### Close-up of the layout

Window x 84 to 104, y 84 to 104 µm. Cells in grey, sequential cells in the stronger grey; small squares are vias.
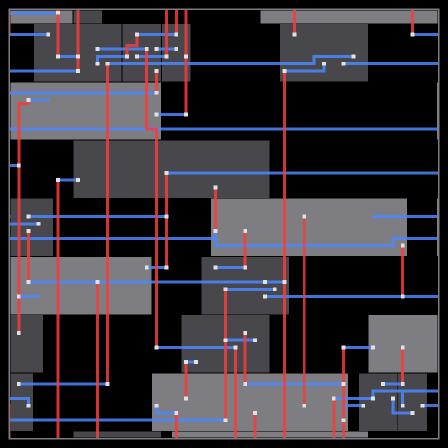
### Wiring by layer

Scale: 4 px per µm. Only two layers are drawn.
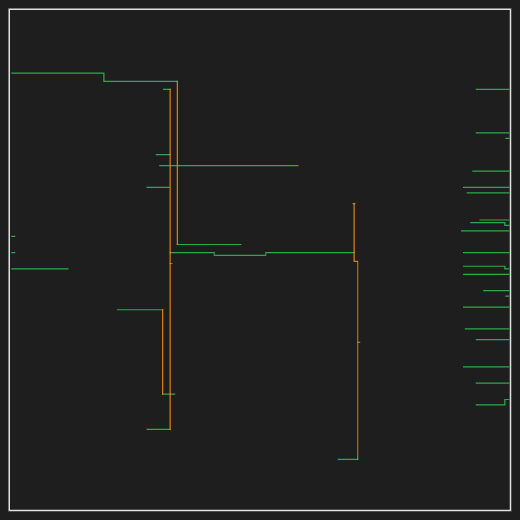
$ cat src/rtl/snes_pad_pkg.sv
// snes_pad_pkg: shared state encoding, button bit positions and default timing for the SNES pad poller.
package snes_pad_pkg;
  typedef enum logic [2:0] {
    IDLE     = 3'd0,
    LATCH    = 3'd1,
    PULSE_LO = 3'd2,
    PULSE_HI = 3'd3,
    DONE     = 3'd4
  } state_e;
  localparam int FRAME_BITS      = 16;
  localparam int CLK_HALF_DEF    = 300;
  localparam int POLL_CYCLES_DEF = 833333;
  localparam int BTN_B      = 0;
  localparam int BTN_Y      = 1;
  localparam int BTN_SELECT = 2;
  localparam int BTN_START  = 3;
  localparam int BTN_UP     = 4;
  localparam int BTN_DOWN   = 5;
  localparam int BTN_LEFT   = 6;
  localparam int BTN_RIGHT  = 7;
  localparam int BTN_A      = 8;
  localparam int BTN_X      = 9;
  localparam int BTN_L      = 10;
  localparam int BTN_R      = 11;
endpackage

$ cat src/rtl/snes_pad_reader_pad_sync.sv
// pad_sync: two-flop synchronizer for the pad data lines; resets to the idle-high line level.
module pad_sync #(
  parameter int WIDTH = 2
) (
  input  logic             clock,
  input  logic             reset,
  input  logic [WIDTH-1:0] i_d,
  output logic [WIDTH-1:0] o_q
);
  logic [WIDTH-1:0] r_s1;
  logic [WIDTH-1:0] r_s2;
  always_ff @(posedge clock or posedge reset) begin
    if (reset) begin
      r_s1 <= '1;
      r_s2 <= '1;
    end else begin
      r_s1 <= i_d;
      r_s2 <= r_s1;
    end
  end
  assign o_q = r_s2;
endmodule

$ cat src/rtl/snes_pad_reader.sv
// snes_pad_reader: polls two SNES pads in parallel and presents their 16-bit button words.
// Define PAD_SYNC_EN to route pad_data through a two-flop synchronizer before sampling.
module snes_pad_reader
  import snes_pad_pkg::*;
#(
  parameter int CLK_HALF    = CLK_HALF_DEF,
  parameter int POLL_CYCLES = POLL_CYCLES_DEF
) (
  input  logic        clock,
  input  logic        reset,
  input  logic        enable,
  input  logic [1:0]  pad_data,
  output logic        pad_latch,
  output logic        pad_clk,
  output logic [15:0] p1_buttons,
  output logic [15:0] p2_buttons,
  output logic        frame_valid
);
  localparam int CW = $clog2(2 * CLK_HALF);
  localparam int PW = $clog2(POLL_CYCLES);
  localparam logic [CW-1:0] HALF_LAST  = CW'(CLK_HALF - 1);
  localparam logic [CW-1:0] LATCH_LAST = CW'(2 * CLK_HALF - 1);
  localparam logic [PW-1:0] POLL_LAST  = PW'(POLL_CYCLES - 1);

  state_e      r_state;
  state_e      w_next;
  logic [CW-1:0] r_cnt;
  logic [3:0]  r_idx;
  logic [PW-1:0] r_poll;
  logic [15:0] r_sh1;
  logic [15:0] r_sh2;
  logic [15:0] r_p1;
  logic [15:0] r_p2;
  logic        r_latch;
  logic        r_clk;
  logic        r_valid;
  logic [1:0]  w_data;
  logic        w_tick;
  logic        w_cnt_done;

`ifdef PAD_SYNC_EN
  pad_sync #(.WIDTH(2)) u_sync (
    .clock (clock),
    .reset (reset),
    .i_d   (pad_data),
    .o_q   (w_data)
  );
`else
  assign w_data = pad_data;
`endif

  assign w_tick     = r_poll == POLL_LAST;
  assign w_cnt_done = r_cnt == ((r_state == LATCH) ? LATCH_LAST : HALF_LAST);

  always_comb begin
    w_next = r_state;
    case (r_state)
      IDLE:     if (w_tick && enable) w_next = LATCH;
      LATCH:    if (w_cnt_done) w_next = PULSE_LO;
      PULSE_LO: if (w_cnt_done) w_next = PULSE_HI;
      PULSE_HI: if (w_cnt_done) w_next = (r_idx == 4'd15) ? DONE : PULSE_LO;
      default:  w_next = IDLE;
    endcase
  end

  // pin outputs are registered from the next state so they move on the same edge as the FSM
  always_ff @(posedge clock or posedge reset) begin
    if (reset) begin
      r_state <= IDLE;
      r_cnt   <= '0;
      r_idx   <= '0;
      r_poll  <= '0;
      r_sh1   <= '0;
      r_sh2   <= '0;
      r_p1    <= '0;
      r_p2    <= '0;
      r_latch <= 1'b0;
      r_clk   <= 1'b1;
      r_valid <= 1'b0;
    end else begin
      r_poll  <= w_tick ? '0 : r_poll + 1'b1;
      r_state <= w_next;
      r_cnt   <= (r_state == IDLE || w_cnt_done) ? '0 : r_cnt + 1'b1;
      r_idx   <= (r_state == LATCH) ? '0 : (r_state == PULSE_HI && w_cnt_done) ? r_idx + 1'b1 : r_idx;
      if (r_state == PULSE_LO && w_cnt_done) begin
        r_sh1[r_idx] <= w_data[0];
        r_sh2[r_idx] <= w_data[1];
      end
      if (r_state == DONE) begin
        r_p1 <= ~r_sh1;
        r_p2 <= ~r_sh2;
      end
      r_valid <= r_state == DONE;
      r_latch <= w_next == LATCH;
      r_clk   <= w_next != PULSE_LO;
    end
  end

  assign pad_latch   = r_latch;
  assign pad_clk     = r_clk;
  assign p1_buttons  = r_p1;
  assign p2_buttons  = r_p2;
  assign frame_valid = r_valid;
endmodule

$ cat config.mk
export PLATFORM = sky130hd
export DESIGN_NAME = snes_pad_reader
export DESIGN_NICKNAME = d
export VERILOG_FILES = /design/src/rtl/snes_pad_pkg.sv /design/src/rtl/snes_pad_reader_pad_sync.sv /design/src/rtl/snes_pad_reader.sv
export SDC_FILE = /design/constraint.sdc
export NUM_CORES = 1
export LEC_CHECK = 0
export CAP_MARGIN = 20
export CELL_PAD_IN_SITES_DETAIL_PLACEMENT = 0
export CELL_PAD_IN_SITES_GLOBAL_PLACEMENT = 2
export CORE_MARGIN = 8
export CORE_UTILIZATION = 38
export DETAILED_ROUTE_END_ITERATION = 8
export GPL_ROUTABILITY_DRIVEN = 0
export HOLD_SLACK_MARGIN = 0.12
export PLACE_DENSITY_LB_ADDON = 0.1
export SYNTH_ARGS = -nofsm -noshare
export SYNTH_HDL_FRONTEND = slang
export SYNTH_SLANG_ARGS = --single-unit
$ cat constraint.sdc
create_clock -name clock -period 4.2 [get_ports clock]
set_clock_uncertainty 0.1 [all_clocks]
set_input_delay 0.42 -clock clock [delete_from_list [all_inputs] [get_ports clock]]
set_output_delay 0.42 -clock clock [all_outputs]
set_load 0.02 [all_outputs]
==> run_results.csv <==
group,metric,value,unit
clocking,cts-htree-levels,3,
timing,setup-tns-final,0,ns
timing,hold_violations,0,
global_routing,grt_first_pass_wirelength,15200,µm
global_routing,grt_busiest_layer,"met2",
global_routing,vias_in_the_first_global_route,2968,
finish,logic_area,0.00180,mm²
synth,topCombFamilyByArea,"simple AND/OR/NAND/NOR gates",
power,internal-power,1.45,mW
clocking,holdBufCountCts,0,
run,openroad.warnings,30,
synth,simple_gate_area_frac,0.187,
timing,worstMarginPinSlew,1.00,ns
global_routing,use_met3,0.0308,
power,total_leakage_power,2.23,nW
synth,post_synth_instance_area,0.00451,mm²
synth,fp_nets,428,
clocking,clkSinkCount,104,
synth,yosys.area.top_type_share,0.572,
critical_path,crit_path_max_fanout,15,
finish,post_route_cells_drive_above_1_share,0.133,
detailed_routing,initialDrtViolationCount,130,
critical_path,endpoint,"pad_latch",
clocking,clkSlewWorstSetupHoldPaths,0.07,ns
placed_design,detailed_place.area,0.00504,mm²
timing,max_clock_freq,0.418,GHz
detailed_routing,route.layer.met1.wl,4460,µm
timing,finalClockPeriodUsage,0.569,
clocking,ctsLongestPathBuffers,2,
synth,synth.area.mux_share,0.0871,
timing,slew_headroom,0.331,
run,max_cap_violations,0,
critical_path,timing.critical_path.from_type,"flip-flop",
synth,area_fraction_in_compound_gates_after_synthesis,0.0577,
synth,netlist_top_cells_count,"dfrtp_1, nand2_1, o21ai_0, mux2_2, nor2_1",
finish,fin_area,0.00532,mm²
critical_path,timing.rr.start,"r_poll[6]",
run_status,status,"finished clean",
synth,synth.distinct_cells,37,
critical_path,timing.setup.critical_path_class,"flip-flop to flip-flop",
critical_path,critPathCaptureType,"flip-flop",
global_routing,grt_remaining_overflow,0,
synth,synth_flop_count,104,
floorplan,chip_area,0.0156,mm²
floorplan,ioPinCount,40,
About 'Close-up of the layout':
blue -> metal 1
red -> metal 2
netlist names of flops here include = r_sh2 (2)
sequential cells in the window = 4
most frequent = mux2_2 (4), dfrtp_1 (4), nand2_1 (3)
cells with their middle in the window = 15

About 'Wiring by layer':
orange -> metal 4  # wire length 212 µm
green -> metal 3  # wire length 369 µm
Routed WL: 8830 µm
combined global-route utilization of all metal layers: 0.121
overall via count from detail_route: 3021

-- per-stage QoR --
step | power, mW | cells | setup WS [ns] | hold slack [ns]
floorplan | 1.07 | 416 | 0.949 | 0.325
CTS | 1.89 | 601 | 1.72 | 0.360
finish | 1.86 | 601 | 1.81 | 0.353
global placement | 1.09 | 585 | 1.81 | 0.337
detailed placement | 1.09 | 585 | 1.79 | 0.350
global route | 1.93 | 601 | 1.59 | 0.383
-- registers in the layout, indices dropped and copies added (netlist names) --
name	flops
r_poll	20
r_sh2	16
r_state	3
p2_buttons	16
pad_latch	1
r_cnt	10
r_idx	4
pad_clk	1
p1_buttons	16
frame_valid	1
r_sh1	16
-- layout make-up --
| cell class | count | area share |
|---|---|---|
| clock inverters | 4 | 0.00565 |
| flip-flops and latches | 104 | 0.490 |
| clock buffers | 12 | 0.0464 |
| inverters | 12 | 0.00894 |
| multi-input cells | 284 | 0.338 |
| well taps | 143 | 0.0336 |
| repair buffers | 42 | 0.0776 |
-- cells in the final DEF, fill, tap and decap left out, drive strengths merged, types with 14 or more instances in the layout --
cell / synthesis / layout
clkdlybuf4s50: 0 / 39
nor2: 34 / 34
dfrtp: 103 / 103
nand3: 18 / 18
o21ai: 36 / 36
mux2: 34 / 34
nand2: 64 / 64
xor2: 14 / 14
-- critical path, delay by kind of cell, from the launching register on --
kind	cells	cell delay [ns]
AOI/OAI and AO/OA	2	0.54
DFF	1	0.42
and+or+nand+nor	3	1.20
-- power groups by stage --
stage	Clock [mW]	Sequential [mW]	Combinational (mW)
4_1_cts	0.818	1.02	0.0476
2_1_floorplan	0	1.04	0.0303
5_1_grt	0.856	1.03	0.0517
6_report	0.787	1.02	0.0443
3_3_place_gp	0	1.04	0.0464
3_5_place_dp	0	1.04	0.0474
Power and IR drop assume default switching activity.
